===== src/rtl/eth_tx_chan_arb.sv =====
`default_nettype none
// eth_tx_chan_arb: packet-granular round-robin scheduler over NUM_CH control/data FIFO pairs. Rev 1.0
// Optional per-channel packet/byte counters are enabled by defining ETH_TX_ARB_STATS_EN.
module eth_tx_chan_arb #(
  parameter int NUM_CH  = 3,
  parameter int DATA_W  = 64,
  parameter int LEN_W   = 14,
  parameter int IPG_CYC = 1,
  parameter int CH_W    = 3
) (
  input  logic                     clk,
  input  logic                     reset,
  input  logic [NUM_CH-1:0]        pktc_valid,
  input  logic [NUM_CH*LEN_W-1:0]  pktc_len,
  output logic [NUM_CH-1:0]        pktc_ready,
  input  logic [NUM_CH-1:0]        pktd_valid,
  input  logic [NUM_CH*DATA_W-1:0] pktd_data,
  output logic [NUM_CH-1:0]        pktd_ready,
  output logic                     tx_valid,
  input  logic                     tx_ready,
  output logic [DATA_W-1:0]        tx_data,
  output logic [DATA_W/8-1:0]      tx_keep,
  output logic                     tx_sop,
  output logic                     tx_eop,
  output logic [CH_W-1:0]          tx_ch,
  output logic                     err_zero_len
`ifdef ETH_TX_ARB_STATS_EN
  ,
  input  logic [CH_W-1:0]          stat_sel,
  output logic [31:0]              stat_pkts,
  output logic [31:0]              stat_bytes
`endif
);

  localparam int c_BYTES = DATA_W / 8;
  localparam int c_IPG_W = (IPG_CYC > 1) ? $clog2(IPG_CYC) : 1;
  localparam logic [c_IPG_W-1:0] c_IPG_LOAD = (IPG_CYC > 0) ? c_IPG_W'(IPG_CYC - 1) : '0;
  localparam logic [LEN_W-1:0]   c_BYTES_L  = LEN_W'(c_BYTES);
  localparam logic [CH_W-1:0]    c_LAST_CH  = CH_W'(NUM_CH - 1);

  typedef enum logic [1:0] {
    S_IDLE = 2'd0,
    S_XFER = 2'd1,
    S_GAP  = 2'd2
  } state_t;

  state_t               r_state;
  state_t               w_state_nxt;
  logic [CH_W-1:0]      r_last_grant;
  logic [CH_W-1:0]      r_ch;
  logic [LEN_W-1:0]     r_rem;
  logic                 r_sop;
  logic [c_IPG_W-1:0]   r_ipg;

  logic                 w_any;
  logic [CH_W-1:0]      w_gnt;
  logic [NUM_CH-1:0]    w_gnt_oh;
  logic [LEN_W-1:0]     w_gnt_len;
  int                   w_dist;
  int                   w_best;
  logic [NUM_CH-1:0]    w_ch_oh;
  logic [DATA_W-1:0]    w_data;
  logic                 w_dvalid;
  logic [c_BYTES-1:0]   w_keep;
  logic                 w_grant;
  logic                 w_beat;
  logic                 w_last;

  // Pick the requester closest (cyclically) to the slot after the last grant.
  always_comb begin
    w_any     = 1'b0;
    w_gnt     = '0;
    w_gnt_oh  = '0;
    w_gnt_len = '0;
    w_dist    = 0;
    w_best    = NUM_CH;
    for (int i = 0; i < NUM_CH; i++) begin
      w_dist = (i + NUM_CH - 1 - int'(r_last_grant)) % NUM_CH;
      if (pktc_valid[i] && (w_dist < w_best)) begin
        w_best      = w_dist;
        w_any       = 1'b1;
        w_gnt       = CH_W'(i);
        w_gnt_oh    = '0;
        w_gnt_oh[i] = 1'b1;
        w_gnt_len   = pktc_len[i*LEN_W +: LEN_W];
      end
    end
  end

  always_comb begin
    w_ch_oh  = '0;
    w_data   = '0;
    w_dvalid = 1'b0;
    for (int i = 0; i < NUM_CH; i++) begin
      w_ch_oh[i] = (CH_W'(i) == r_ch);
      if (CH_W'(i) == r_ch) begin
        w_data   = pktd_data[i*DATA_W +: DATA_W];
        w_dvalid = pktd_valid[i];
      end
    end
  end

  always_comb begin
    w_keep = '0;
    for (int b = 0; b < c_BYTES; b++) begin
      w_keep[b] = (LEN_W'(b) < r_rem);
    end
  end

  always_comb begin
    w_state_nxt  = r_state;
    pktc_ready   = '0;
    pktd_ready   = '0;
    tx_valid     = 1'b0;
    tx_data      = '0;
    tx_keep      = '0;
    tx_sop       = 1'b0;
    tx_eop       = 1'b0;
    err_zero_len = 1'b0;
    w_grant      = 1'b0;
    w_beat       = 1'b0;
    w_last       = 1'b0;
    case (r_state)
      S_IDLE: begin
        // Gated by reset so a held reset never pops a control FIFO.
        if (w_any && !reset) begin
          w_grant    = 1'b1;
          pktc_ready = w_gnt_oh;
          if (w_gnt_len == '0) begin
            err_zero_len = 1'b1;
          end else begin
            w_state_nxt = S_XFER;
          end
        end
      end
      S_XFER: begin
        tx_valid   = w_dvalid;
        tx_data    = w_data;
        tx_keep    = w_keep;
        tx_sop     = r_sop;
        w_last     = (r_rem <= c_BYTES_L);
        tx_eop     = w_last;
        pktd_ready = tx_ready ? w_ch_oh : '0;
        w_beat     = w_dvalid && tx_ready;
        if (w_beat && w_last) begin
          w_state_nxt = (IPG_CYC > 0) ? S_GAP : S_IDLE;
        end
      end
      S_GAP: begin
        if (r_ipg == '0) begin
          w_state_nxt = S_IDLE;
        end
      end
      default: w_state_nxt = S_IDLE;
    endcase
  end

  always_ff @(posedge clk) begin
    if (reset) begin
      r_state <= S_IDLE;
    end else begin
      r_state <= w_state_nxt;
    end
  end

  always_ff @(posedge clk) begin
    if (reset) begin
      r_last_grant <= c_LAST_CH;
      r_ch         <= '0;
      r_rem        <= '0;
      r_sop        <= 1'b0;
      r_ipg        <= '0;
    end else begin
      if (w_grant) begin
        r_last_grant <= w_gnt;
        r_ch         <= w_gnt;
        r_rem        <= w_gnt_len;
        r_sop        <= 1'b1;
      end
      if (w_beat) begin
        r_rem <= (r_rem > c_BYTES_L) ? (r_rem - c_BYTES_L) : '0;
        r_sop <= 1'b0;
        if (w_last) begin
          r_ipg <= c_IPG_LOAD;
        end
      end
      if ((r_state == S_GAP) && (r_ipg != '0)) begin
        r_ipg <= r_ipg - c_IPG_W'(1);
      end
    end
  end

  assign tx_ch = r_ch;

`ifdef ETH_TX_ARB_STATS_EN
  logic [31:0]      r_pkts  [NUM_CH];
  logic [31:0]      r_bytes [NUM_CH];
  logic [LEN_W-1:0] r_len_tot;

  // Byte count is credited with the descriptor length once the packet completes.
  always_ff @(posedge clk) begin
    if (reset) begin
      for (int i = 0; i < NUM_CH; i++) begin
        r_pkts[i]  <= '0;
        r_bytes[i] <= '0;
      end
      r_len_tot <= '0;
    end else begin
      if (w_grant) begin
        r_len_tot <= w_gnt_len;
      end
      if (w_beat && w_last) begin
        for (int i = 0; i < NUM_CH; i++) begin
          if (w_ch_oh[i]) begin
            r_pkts[i]  <= r_pkts[i] + 32'd1;
            r_bytes[i] <= r_bytes[i] + 32'(r_len_tot);
          end
        end
      end
    end
  end

  always_comb begin
    stat_pkts  = '0;
    stat_bytes = '0;
    for (int i = 0; i < NUM_CH; i++) begin
      if (CH_W'(i) == stat_sel) begin
        stat_pkts  = r_pkts[i];
        stat_bytes = r_bytes[i];
      end
    end
  end
`endif

endmodule
`default_nettype wire


===== config.mk =====
export PLATFORM = sky130hd
export DESIGN_NAME = eth_tx_chan_arb
export DESIGN_NICKNAME = d
export VERILOG_FILES = /design/src/rtl/eth_tx_chan_arb.sv
export SDC_FILE = /design/constraint.sdc
export NUM_CORES = 1
export LEC_CHECK = 0
export ABC_AREA = 1
export CORE_AREA = 2 2 126 128
export CTS_BUF_LIST = sky130_fd_sc_hd__clkbuf_8 sky130_fd_sc_hd__clkbuf_16
export CTS_CLUSTER_SIZE = 10
export DETAILED_ROUTE_END_ITERATION = 10
export DIE_AREA = 0 0 128 130
export HOLD_SLACK_MARGIN = 0.06
export PLACE_DENSITY = 0.84
export RECOVER_POWER = 25
export SLEW_MARGIN = 20
export SYNTH_ARGS = -nofsm -noshare
export SYNTH_HDL_FRONTEND = slang
export SYNTH_SLANG_ARGS = --single-unit

===== constraint.sdc =====
create_clock -name clk -period 5.4 [get_ports clk]
set_input_delay 0.54 -clock clk [delete_from_list [all_inputs] [get_ports clk]]
set_output_delay 0.54 -clock clk [all_outputs]
set_load 0.01 [all_outputs]

==> impl_metrics.ini <==
; physical design summary
[status]
outcome = complete, but fails checks
violations = capacitance limit, slew limit

[sta]
post-route-min-period_ns = 5.10
clock_skew_ns = 0.00515
hold_viol = 0
hold_ws_ns = 0.448
setup_violations = 0
max_freq_mhz = 196
fin_crit_sh_pct = 94.5
worst_slew_pin_slew_ns = 2.04
max_slew_margin_pct = -36.3
fin_setup_tns_ns = 0
drv_slew = 42
setup_ws_ns = 0.296
rsz0062_at_grt = yes

[critical_path]
crit_start = r_last_grant[0]
reg2regPathDepth = 12
cp.depth = 37
path_max_fanout = 9
crit_path_end_kind = output pin
critPathCapture = err_zero_len
r2r_end = r_rem[4]
slowest_delay_ns = 0.37
startpoint_type = register
critPathSlowestCell = dfxtp_4
r2r_slack_ns = 0.72
crit_buf_inv = 6
crit_arrival_ns = 4.56
r2r_start = r_last_grant[0]
criticalPathCategory = reg -> out
crit_family = simple AND/OR/NAND/NOR gates
cp.required_ns = 4.86
path_common_cell = nand2_1

[power]
power.share.clock_pct = 6.2
p_sw_mw = 1.32
finalPower_mw = 2.50
ir_drop_uv = 173
seq_cell_power_uw = 273
powerComb_mw = 2.07
p_per_area_nw_per_um2 = 310
internal_power_mw = 1.18
p_leak_nw = 3.93
p_seq_share_pct = 10.9
power.group.top = combinational cells
power_frac_comb_pct = 82.9
switching_share_pct = 52.7
pg_clk_uw = 154

[cells_and_area]
num_antenna_cells = 0
top_register = r_rem
layout_top_cell = clkdlybuf4s50_1
largest_register_ffs = 14
fin_area_um2 = 8060
top_regs = r_rem (14), r_last_grant (2), r_state (2)
syn2layout_area_growth_pct = 88.1
drive_above_1_share_pct = 7.09
lay_top_cells = clkdlybuf4s50_1 (323), nand3_1 (228), nand2_1 (210), inv_1 (125), nor2_1 (47)
nets = 1405

[global_routing]
grt_pass1_wl_mm = 29.2
grt_max_degree = 67
top_usage_layer = met2
grt_overflow = 0
grt_pass1_vias = 5856
grt_usage_pct = 21.9
antenna_found_initial = 0
use_met3_pct = 4.72
use_met1_pct = 27.7

[floorplan]
chipArea_um2 = 16600
io_pins = 328
die_height_um = 130
initial_core_util_pct = 27.8
core_area_um2 = 15400
rows = 46
dieWidth_um = 128

[logic_synthesis]
synth_nets = 1100
logic_family = simple AND/OR/NAND/NOR gates
mux_share_pct = 0
yosys_most_used_dff = dfxtp_1
netlist_area_um2 = 4280
yosys_cells = 838
async_flop_share_pct = 0
synthCells = 838
xor_share_pct = 1.84
ys_ff = 21
top_area_share_pct = 27.0
ys_seq_share_pct = 9.81
yosys_warnings = 0
synth.distinct_cells = 38
common_cells = nand3_1 (231), nand2_1 (219), inv_1 (128)
yosys_area_um2 = 4280
aoi_share_pct = 9.58
yosysMostFrequentCell = nand3_1
synth-simple-area-share_pct = 56.0
synthTopCellsByArea = nand3_1 (27%), nand2_1 (19%), inv_1 (11%), dfxtp_1 (9.8%), ha_1 (5.5%)
ys_sh_adder_pct = 5.55
top_area_cell = nand3_1
syn_area_per_cell_um2 = 5.11
edf_count = 0

[detailed_routing]
via_per_inst = 4.97
wl_met1_mm = 8.20
topRoutingLayerUsed = met4
route.met2.wl_mm = 10.0
drtIter0Drc = 423
wl_met3_mm = 1.62
drt_first_pass_iters = 5
post_drt_wl_per_cell_um = 15.2
ant_nets = 0

[place]
numPortBuffers = 326
hpwl_mm = 15.6
gp_congestion = 0.959
dp_cells = 1316
placed_cell_area_um2 = 7690
preCtsSetupSlack_ns = -0.0434

[clocking]
clk_pin_slew_ns = 0.05
cts.sinks = 21
holdBufCountCts = 0
cts_made_buffers = 3
htreeDepth = 1
cts_root_buf = clkbuf_16
cts_tree = yes
worstSkewPairLatency_ns = 0.25
cts_setup_buffers = 1
cts.repair.resized = 7
cts.path.max_buffers = 2

[flow_run]
cap_violations = 1
log.warning_count = 35

[min_path]
hold_depth = 2
hold_class = reg -> reg
## worst min path at each step
| stage | slack, ns | end | startpoint |
|---|---|---|---|
| after global placement | 0.43 | r_ipg | r_ipg |
| after floorplan | 0.42 | r_ipg | r_ipg |
| after CTS | 0.44 | r_ipg | r_ipg |
| after detailed placement | 0.44 | r_ipg | r_ipg |
| final | 0.45 | r_ipg | r_ipg |
| after global routing | 0.47 | r_ipg | r_ipg |
## cell type report
| cell class | count | area (µm²) |
|---|---|---|
| timing repair buffer | 354 | 3470 |
| multi-input combinational | 631 | 3320 |
| fill | 1533 | 7360 |
| tap | 192 | 240 |
| clock buffer | 3 | 75.1 |
| sequential | 21 | 429 |
| clock inverter | 1 | 3.75 |
| inverter | 132 | 518 |
**The metal 1 layer**

Scale bar: 50 µm. Cells faint in the background.
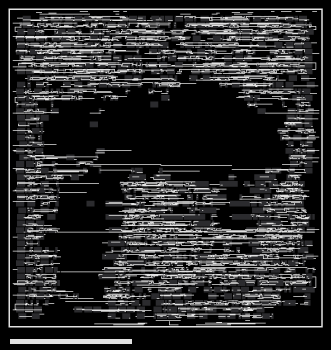
share of all routed wire: 40%
longest straight run: 46.5 µm
nets with wire on the layer: 1216
wire length on this layer: 8200 µm
main direction: horizontal

**The metal 3 layer**

Scale bar: 50 µm. Cells faint in the background.
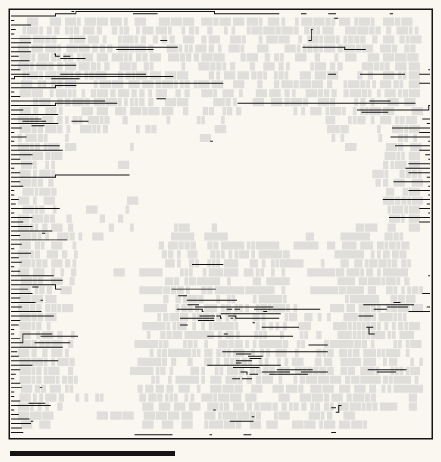
main direction: horizontal
share of all routed wire: 8.0%
wire length on this layer: 1620 µm

**Metal 2**

Cells faint in the background.
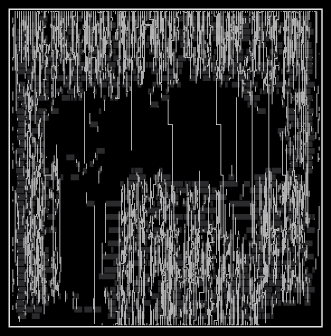
wire length on this layer: 10000 µm
nets with wire on the layer: 1074
main direction: vertical
share of all routed wire: 49%
GR Util met2: 37.7%
Routed WL: 20.3 mm
vias: 6626

**Register map, names as in the netlist**

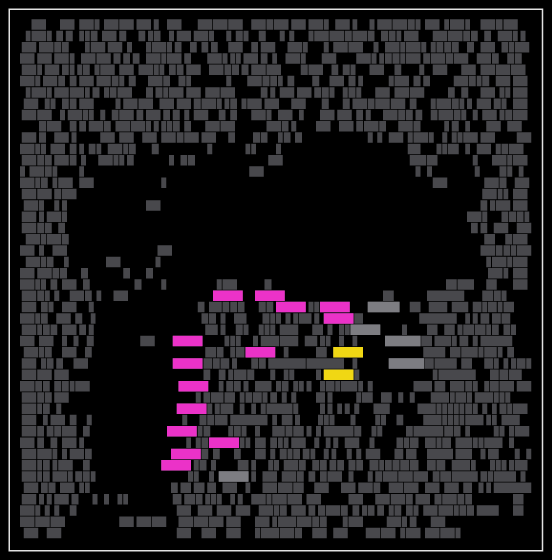
[r_rem] magenta | flops: 14
[r_state] yellow | flops: 2

**Placement view**

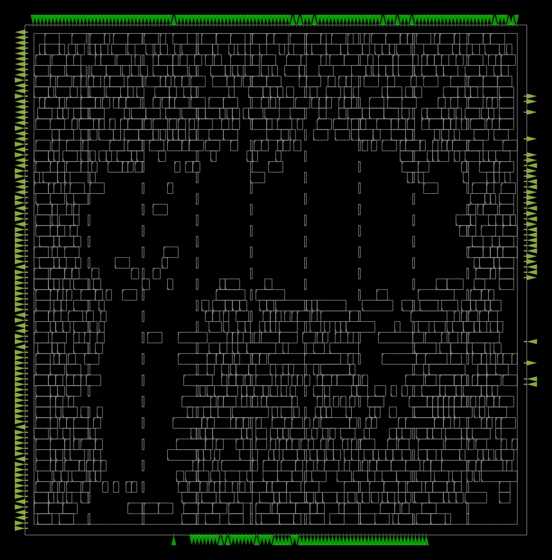
Tapcells: 192
fin util: 52.3%
final std cells w/o fill: 1334

